run_1/clock_wires.png
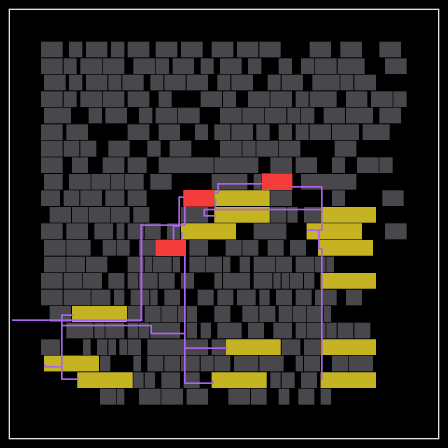
run_1/gates.png
Bar = 20 µm.
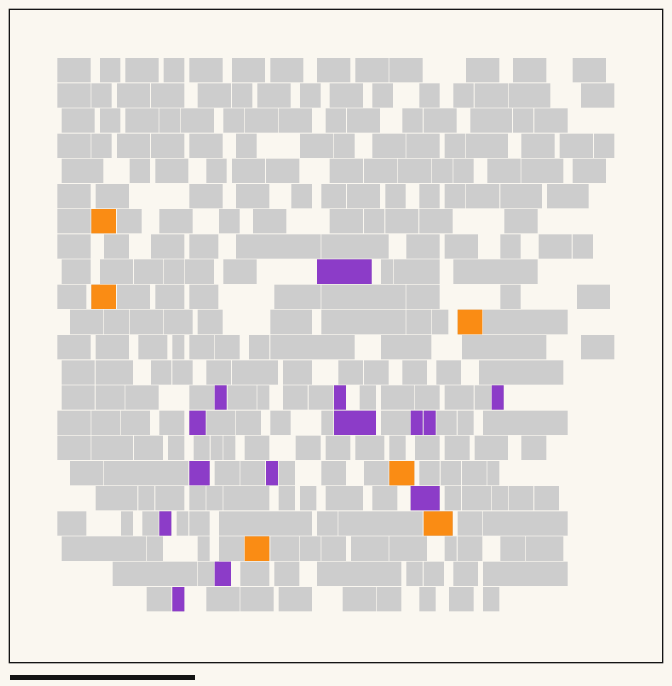
run_1/util_map.png
7 x 7 tiles, from dark blue (low) to red (high), 0 to 100% covered.
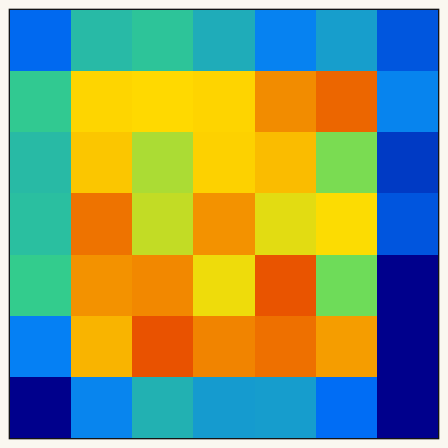
run_1/layers.png
Bar = 20 µm.
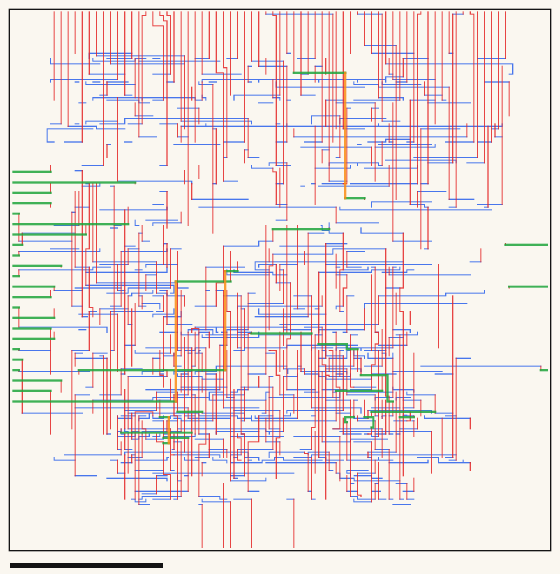
--- src/rtl/pipe_ctrl_pkg.sv ---
// Shared types and constants for the pipeline hazard/stall controller.
// State encodings, hold/flush levels, bus widths and the control bundle.
package pipe_ctrl_pkg;

  localparam int ADDR_W = 32;
  localparam int REG_W  = 5;

  typedef enum logic [1:0] {
    ST_RUN       = 2'b00,
    ST_LU_STALL  = 2'b01,
    ST_MC_BUSY   = 2'b10,
    ST_JMP_FLUSH = 2'b11
  } state_e;

  localparam logic HOLD_EN   = 1'b1;
  localparam logic HOLD_DIS  = 1'b0;
  localparam logic FLUSH_EN  = 1'b1;
  localparam logic FLUSH_DIS = 1'b0;

  typedef struct packed {
    logic hold_pc;
    logic hold_if_id;
    logic hold_id_ex;
    logic flush_if_id;
    logic flush_id_ex;
    logic jump;
  } ctrl_t;

endpackage

--- src/rtl/pipe_hzd.sv ---
// Load-use hazard detector: a load in EX writes a register ID reads.
// Ports: EX load/rd, ID rs1/rs2 with read enables -> lu_hzd_o.
module pipe_hzd
  import pipe_ctrl_pkg::*;
(
  input  logic             ex_is_load_i,
  input  logic [REG_W-1:0] ex_rd_i,
  input  logic [REG_W-1:0] id_rs1_i,
  input  logic [REG_W-1:0] id_rs2_i,
  input  logic             id_rs1_re_i,
  input  logic             id_rs2_re_i,
  output logic             lu_hzd_o
);

  logic w_rs1_hit;
  logic w_rs2_hit;

  assign w_rs1_hit = id_rs1_re_i && (id_rs1_i == ex_rd_i);
  assign w_rs2_hit = id_rs2_re_i && (id_rs2_i == ex_rd_i);
  // x0 is never a real dependency
  assign lu_hzd_o  = ex_is_load_i && (ex_rd_i != '0) &&
                     (w_rs1_hit || w_rs2_hit);

endmodule

--- src/rtl/pipe_ctrl.sv ---
// Pipeline control FSM: jump flush, load-use stall, multi-cycle EX hold.
// Ports: hazard/jump/mc inputs -> hold/flush/jump outputs, state, mc_err.
module pipe_ctrl
  import pipe_ctrl_pkg::*;
#(
  parameter int LU_STALL_CYCLES = 1,
  parameter int MC_TIMEOUT      = 64
) (
  input  logic              clk,
  input  logic              rst,
  input  logic              jump_flag_i,
  input  logic [ADDR_W-1:0] jump_addr_i,
  input  logic              ex_is_load_i,
  input  logic [REG_W-1:0]  ex_rd_i,
  input  logic [REG_W-1:0]  id_rs1_i,
  input  logic [REG_W-1:0]  id_rs2_i,
  input  logic              id_rs1_re_i,
  input  logic              id_rs2_re_i,
  input  logic              mc_start_i,
  input  logic              mc_done_i,
  output logic              hold_pc_o,
  output logic              hold_if_id_o,
  output logic              hold_id_ex_o,
  output logic              flush_if_id_o,
  output logic              flush_id_ex_o,
  output logic              jump_flag_o,
  output logic [ADDR_W-1:0] jump_addr_o,
  output logic [1:0]        state_o,
  output logic              mc_err_o
);

  localparam logic [2:0] LU_INIT = 3'(LU_STALL_CYCLES - 1);
  localparam logic [7:0] MC_MAX  = 8'(MC_TIMEOUT - 1);

  state_e     r_state, w_nxt;
  logic [2:0] r_lu_cnt, w_lu_cnt;
  logic [7:0] r_mc_cnt, w_mc_cnt;
  logic       r_mc_err, w_mc_err;
  logic       w_hzd;
  logic       w_tmo;
  logic       w_act;
  ctrl_t      w_ctl;

  pipe_hzd u_hzd (
    .ex_is_load_i (ex_is_load_i),
    .ex_rd_i      (ex_rd_i),
    .id_rs1_i     (id_rs1_i),
    .id_rs2_i     (id_rs2_i),
    .id_rs1_re_i  (id_rs1_re_i),
    .id_rs2_re_i  (id_rs2_re_i),
    .lu_hzd_o     (w_hzd)
  );

  assign w_tmo = (r_mc_cnt == MC_MAX);

  always_ff @(posedge clk or posedge rst) begin
    if (rst) begin
      r_state  <= ST_RUN;
      r_lu_cnt <= '0;
      r_mc_cnt <= '0;
      r_mc_err <= 1'b0;
    end else begin
      r_state  <= w_nxt;
      r_lu_cnt <= w_lu_cnt;
      r_mc_cnt <= w_mc_cnt;
      r_mc_err <= w_mc_err;
    end
  end

  always_comb begin
    w_nxt    = r_state;
    w_lu_cnt = r_lu_cnt;
    w_mc_cnt = r_mc_cnt;
    w_mc_err = r_mc_err;
    unique case (r_state)
      ST_RUN: begin
        if (jump_flag_i) begin
          w_nxt = ST_JMP_FLUSH;
        end else if (mc_start_i) begin
          w_nxt    = ST_MC_BUSY;
          w_mc_cnt = '0;
        end else if (w_hzd) begin
          w_lu_cnt = LU_INIT;
          w_nxt    = (LU_INIT == '0) ? ST_RUN : ST_LU_STALL;
        end
      end
      ST_LU_STALL: begin
        if (jump_flag_i) begin
          w_nxt = ST_JMP_FLUSH;
        end else begin
          w_lu_cnt = (r_lu_cnt == '0) ? '0 : r_lu_cnt - 3'd1;
          // last bubble when the count is about to hit zero
          if (r_lu_cnt <= 3'd1) w_nxt = ST_RUN;
        end
      end
      ST_MC_BUSY: begin
        if (mc_done_i) begin
          w_nxt = jump_flag_i ? ST_JMP_FLUSH : ST_RUN;
        end else if (w_tmo) begin
          w_mc_err = 1'b1;
          w_nxt    = ST_RUN;
        end else begin
          w_mc_cnt = r_mc_cnt + 8'd1;
        end
      end
      ST_JMP_FLUSH: begin
        w_nxt = jump_flag_i ? ST_JMP_FLUSH : ST_RUN;
      end
      default: w_nxt = ST_RUN;
    endcase
  end

  always_comb begin
    w_ctl = '{HOLD_DIS, HOLD_DIS, HOLD_DIS,
              FLUSH_DIS, FLUSH_DIS, 1'b0};
    unique case (r_state)
      ST_RUN, ST_LU_STALL: begin
        if (jump_flag_i) begin
          w_ctl.jump        = 1'b1;
          w_ctl.flush_if_id = FLUSH_EN;
          w_ctl.flush_id_ex = FLUSH_EN;
        end else if ((r_state == ST_LU_STALL) ||
                     (!mc_start_i && w_hzd)) begin
          w_ctl.hold_pc     = HOLD_EN;
          w_ctl.hold_if_id  = HOLD_EN;
          w_ctl.flush_id_ex = FLUSH_EN;
        end
      end
      ST_MC_BUSY: begin
        if (mc_done_i) begin
          // holds drop so the result advances; jump only with done
          if (jump_flag_i) begin
            w_ctl.jump        = 1'b1;
            w_ctl.flush_if_id = FLUSH_EN;
            w_ctl.flush_id_ex = FLUSH_EN;
          end
        end else if (w_tmo) begin
          w_ctl.flush_id_ex = FLUSH_EN;
        end else begin
          w_ctl.hold_pc    = HOLD_EN;
          w_ctl.hold_if_id = HOLD_EN;
          w_ctl.hold_id_ex = HOLD_EN;
        end
      end
      ST_JMP_FLUSH: begin
        w_ctl.flush_if_id = FLUSH_EN;
        if (jump_flag_i) begin
          w_ctl.jump        = 1'b1;
          w_ctl.flush_id_ex = FLUSH_EN;
        end
      end
      default: ;
    endcase
  end

  // outputs are forced low while reset is held, whatever the inputs do
  assign w_act         = ~rst;
  assign hold_pc_o     = w_act & w_ctl.hold_pc;
  assign hold_if_id_o  = w_act & w_ctl.hold_if_id & ~w_ctl.flush_if_id;
  assign hold_id_ex_o  = w_act & w_ctl.hold_id_ex & ~w_ctl.flush_id_ex;
  assign flush_if_id_o = w_act & w_ctl.flush_if_id;
  assign flush_id_ex_o = w_act & w_ctl.flush_id_ex;
  assign jump_flag_o   = w_act & w_ctl.jump;
  assign jump_addr_o   = (w_act & w_ctl.jump) ? jump_addr_i : '0;
  assign state_o       = r_state;
  assign mc_err_o      = r_mc_err;

endmodule

--- config.mk ---
export PLATFORM = sky130hd
export DESIGN_NAME = pipe_ctrl
export DESIGN_NICKNAME = d
export VERILOG_FILES = /design/src/rtl/pipe_ctrl_pkg.sv /design/src/rtl/pipe_hzd.sv /design/src/rtl/pipe_ctrl.sv
export SDC_FILE = /design/constraint.sdc
export NUM_CORES = 1
export LEC_CHECK = 0
export CORE_MARGIN = 5
export CORE_UTILIZATION = 34
export CTS_CLUSTER_DIAMETER = 100
export DETAILED_ROUTE_END_ITERATION = 8
export GPL_ROUTABILITY_DRIVEN = 1
export PLACE_DENSITY = 0.83
export REMOVE_ABC_BUFFERS = 1
export SKIP_LAST_GASP = 1
export SLEW_MARGIN = 15
export SYNTH_ARGS = -nofsm -noshare
export SYNTH_HDL_FRONTEND = slang
export SYNTH_SLANG_ARGS = --single-unit
--- constraint.sdc ---
create_clock -name clk -period 2.35 [get_ports clk]
set_input_delay 0.235 -clock clk [delete_from_list [all_inputs] [get_ports clk]]
set_output_delay 0.235 -clock clk [all_outputs]
set_load 0.005 [all_outputs]
==> results_slide.txt, run 1 <==
Physical Implementation Snapshot

Power
  – Comb. pwr: 798 µW
  – Logic gate share of total power: 57.2%
  – Power Internal: 915.4 µW
  – NetSw: 480.3 µW

Layout
  – Final non-filler cell total: 333
  – Layout Nets: 342
  – Post-layout util: 74.46%

Synth
  – Yosys top cell by area: dfrtp_1
  – Yosys simple share: 37.00%
  – YS warnings: 0
  – Post-synthesis area per instance: 8.008 µm²
  – Synth async-reset ratio: 100.0%
  – Xor/xnor share: 7.762%
  – Most common reg cell: dfrtp_1
  – AND-OR/OR-AND Cells, Area Fraction: 21.37%
  – Dominant cell area share: 28.23%
  – Synth Area in Adders: 1.008%

Setup path
  – Kind of critical path: input pin to output pin
  – Worst EP required: 2.12 ns
  – Top cell by count, worst path: buf_4
  – CP Capture Type: output pin
  – CP max stage delay: 0.50 ns

Route
  – Vias per cell: 4.910
  – Final WL: 5039 µm
  – Detail Route Antenna Nets: 0

Outcome
  – Status: finished clean

Global route
  – Met2 usage: 34.82%
  – Total global-route track usage: 19.20%
  – Met1 GRT Util: 23.18%
  – Largest net degree at the start of global routing: 34
  – Initial antenna violation count: 0

Clock tree
  – Root Buffer: clkbuf_8
  – CTS Buffer Depth: 2
  – H-tree levels: 1
  – Resize count post-CTS: 12

Job
  – Tool warnings: 27

Floorplanning
  – Die ar.: 4959 µm²

Timing
  – Hold Slack: 0.4385 ns
  – Hold Fails Final Rpt: 0
-- clock_wires.png (at the start) --
red -> clock-net drivers  # count 3
yellow -> flip-flops  # count 14
purple -> clock wires  # length 218 µm
routed clock nets = 4

-- gates.png (at the start) --
purple -> nor cells  # cells 14
orange -> non-inverting ao/oa cells  # cells 6

-- util_map.png (at the start) --
nearly empty tiles = 8.2%
fullest tile = 91%
densest ninth of the die = centre
tiles over 75% full = 37%
emptiest ninth of the die = south-east
mean over tiles = 53%

-- layers.png (at the start) --
green -> M3  # wire length 240 µm
orange -> M4  # wire length 48.3 µm
blue -> M1  # wire length 2080 µm
red -> M2  # wire length 2670 µm

[run 1: synth_stat cells (all sizes together), types with 2 or more instances]
library cell / instances
o21ai: 8
or3: 2
a2111oi: 2
dfrtp: 14
o31ai: 2
inv: 4
or4: 4
nor2: 8
clkbuf: 6
a211oi: 2
nor3: 3
buf: 2
nand3: 3
a21o: 5
nand2: 7
xnor2: 10
nand4: 2
a21oi: 12
and3: 3
a221oi: 3
and2: 33
or3b: 2
[run 1: cell families after synthesis]
| family | after synthesis |
|---|---|
| adder cells (fa/ha/maj) | 1 |
| AND/OR/NAND/NOR | 75 |
| buffers and inverters | 12 |
| flip-flops | 14 |
| multiplexers | 1 |
| AND-OR/OR-AND | 41 |
| XOR/XNOR | 11 |
[run 1: worst max-delay path by stage]
stage | start | end | slack (ns) | cells after the start
floorplan | state_o[0] | jump_addr_o[0] | -0.02 | 3
CTS | r_mc_cnt[1] | flush_id_ex_o | -0.03 | 6
global placement | mc_done_i | flush_id_ex_o | -0.14 | 5
global route | mc_done_i | jump_addr_o[29] | -0.07 | 9
finish | mc_done_i | jump_addr_o[4] | 0.02 | 9
detailed placement | mc_done_i | flush_id_ex_o | -0.17 | 5
[run 1: registers in the layout, indices dropped and copies added (netlist names)]
register and flops:
mc_err_o 1, r_mc_cnt 8, state_o 2, r_lu_cnt 3
[run 1: final cells by class]
type / count / area (µm²) / area share [%]
Clock buffer: 4 / 55.05 / 2.050
Tap cell: 48 / 60.06 / 2.237
Sequential cell: 14 / 350.3 / 13.05
Timing Repair Buffer: 134 / 1313 / 48.88
Inverter: 4 / 15.01 / 0.5592
Multi-Input combinational cell: 129 / 892.1 / 33.22
run_1/congestion_map.png
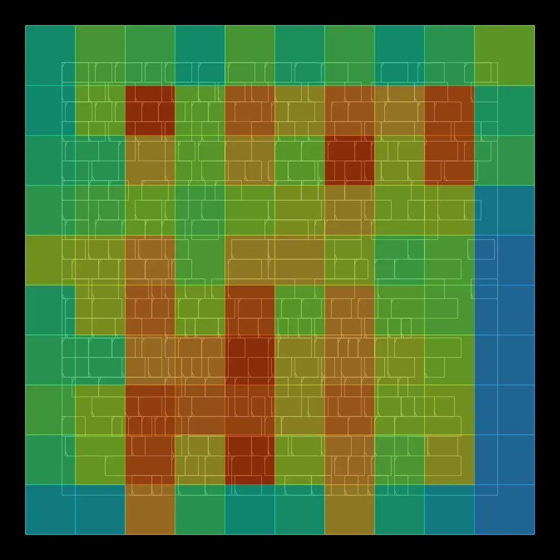

==> run 2, diff against run 1 <==
Settings changed: CORE_MARGIN 5 to not set, CORE_UTILIZATION 34 to 33, PLACE_DENSITY 0.83 to 0.82, SYNTH_HIERARCHICAL set to 1.
run_2/congestion_map.png
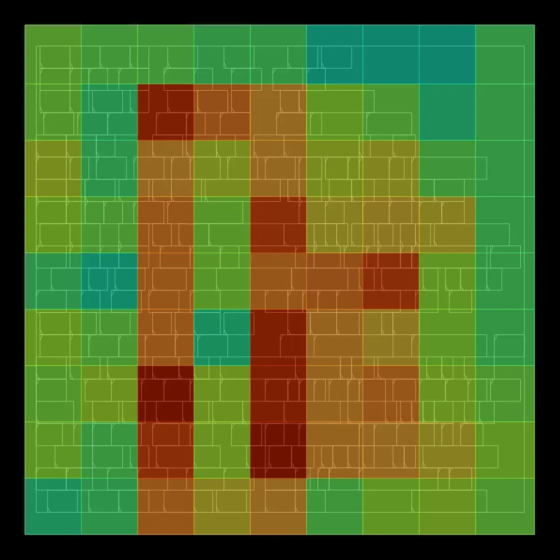
met1 GRT Util: 22.91%
met3 Use GR: 3.285%

==> results_slide.txt, run 2 <==
Physical Implementation Snapshot

Timing
  – RSZ-0062 raised after global routing: true
  – Hold Fails Final Rpt: 0 (unchanged)
  – Hold Slack: 0.4680 ns (+0.02946 ns)

Outcome
  – Status: finished clean

Power
  – NetSw: 348.2 µW (-27%)
  – Pleak: 1.077 nW
  – Logic gate share of total power: 46.7% (-11 points)
  – Power Internal: 686.1 µW (-25%)

Clock tree
  – Resize count post-CTS: 15 (+3)
  – Sink Count: 14
  – H-tree levels: 1 (unchanged)
  – CTS Buffer Depth: 2 (unchanged)
  – Root Buffer: clkbuf_4

Synth
  – Most frequent cell after synthesis: and2_1
  – Number of enable flip-flop cells: 0
  – Most common reg cell: dfrtp_1
  – Yosys chip area: 1205 µm²
  – Post-synth top cells: and2_1, dfrtp_1, nor2_1
  – Yosys top cell by area: dfrtp_1
  – Synth async-reset ratio: 100.0% (unchanged)
  – Post-synthesis area per instance: 8.141 µm² (+1.7%)
  – Top cells, area: dfrtp_1, and2_1, xor2_1
  – Ys flops: 14
  – YS warnings: 6 (+6)
  – Dominant cell area share: 29.08% (+0.85 points)

Layout
  – Biggest register: r_mc_cnt
  – Most frequent logic cell in the layout: clkdlybuf4s50_1
  – Layout Nets: 321 (-6.1%)
  – Post-layout util: 71.87% (-2.6 points)
  – Max FFs per register: 8 (unchanged)

Global route
  – Total global-route track usage: 20.11% (+0.90 points)
  – Largest net degree at the start of global routing: 34 (unchanged)
  – Vias in the first global route: 1411
  – Initial antenna violation count: 0 (unchanged)

Setup path
  – Worst r2r src: state_o[1]
  – CP Capture Type: output pin
  – Kind of critical path: input pin to output pin
  – Worst EP required: 2.12 ns (about the same)
  – CP Launch Point: mc_done_i
  – CP max stage delay: 0.52 ns (+0.02 ns)
  – Worst Setup EP: jump_addr_o[19]

Route
  – Vias per cell: 4.899 (-0.22%)
  – Final WL: 4138 µm (-18%)
  – Detail Route Antenna Nets: 0 (unchanged)
  – DR DRC count: 0
  – 1st-iter DRT viols: 50

Job
  – Tool warnings: 29 (+7.4%)

Floorplanning
  – Die ar.: 3897 µm² (-21%)
  – CORE AREA: 3416 µm²

Worst hold path
  – Hold Crit Start: mc_err_o
run_2/layers.png
Bar = 20 µm.
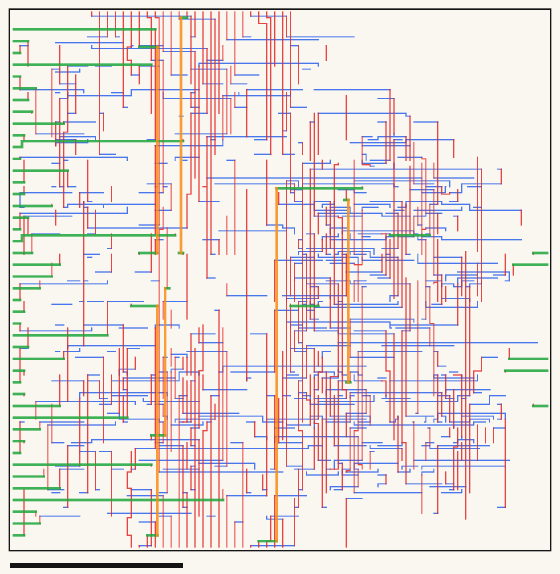
orange -> M4  # wire length 156 µm
blue -> M1  # wire length 1630 µm
green -> M3  # wire length 268 µm
red -> M2  # wire length 2080 µm

-- run 2: netlist changes by cell type after synthesis, moves of 3 or more --
cell      delta
a21oi_1      -8
xnor2_1      -8
xor2_1       +7
nand3_1      +6
nor2_1       +4
clkbuf_1     -3
nand2_1      +3
nor2b_1      +3
or4_1        -3
-- run 2: per-stage QoR --
stage	power, mW	instance area (µm²)	cells
final	1.034	2455	308
after global routing	1.102	2455	308
after CTS	0.9950	2338	298
after detailed placement	0.8151	2285	294
after global placement	0.8023	2285	294
after floorplan	0.5650	1184	143
-- run 2: layout make-up --
type,instances,area [µm²],area share [%]
clock buffer,4,36.28,1.478
inverter,5,18.77,0.7645
multi-input combinational,124,857.1,34.91
sequential,14,352.8,14.37
tap,46,57.56,2.345
timing repair buffer,115,1132,46.13
-- run 2: metal layers --
metal / vias up / track usage [%] / routed length [µm]
met2: 65 / 34.38 / 2079
met3: 12 / 3.285 / 268
met5: - / 0 / 0
met1: 687 / 22.91 / 1633
met4: 0 / 13.37 / 156
li1: 745 / - / -
-- run 2: power groups by stage --
stage | sequential [mW] | clock, mW | combinational [mW]
6_report | 0.372 | 0.179 | 0.483
5_1_grt | 0.379 | 0.200 | 0.524
4_1_cts | 0.376 | 0.179 | 0.441
3_5_place_dp | 0.377 | 0 | 0.438
3_3_place_gp | 0.376 | 0 | 0.427
2_1_floorplan | 0.361 | 0 | 0.204
-- run 2: cells by family after synthesis --
logic type | Yosys count | synth area share [%]
DFF | 14 | 29.08
and+or+nand+nor | 80 | 38.42
adders and majority gates | 3 | 3.116
xor gates and xnor gates | 10 | 7.269
buffers and inverters | 10 | 3.323
AOI/OAI and AO/OA | 30 | 17.97
muxes | 1 | 0.8308
Power figures rest on the tool's default switching activity, not on a simulated workload.
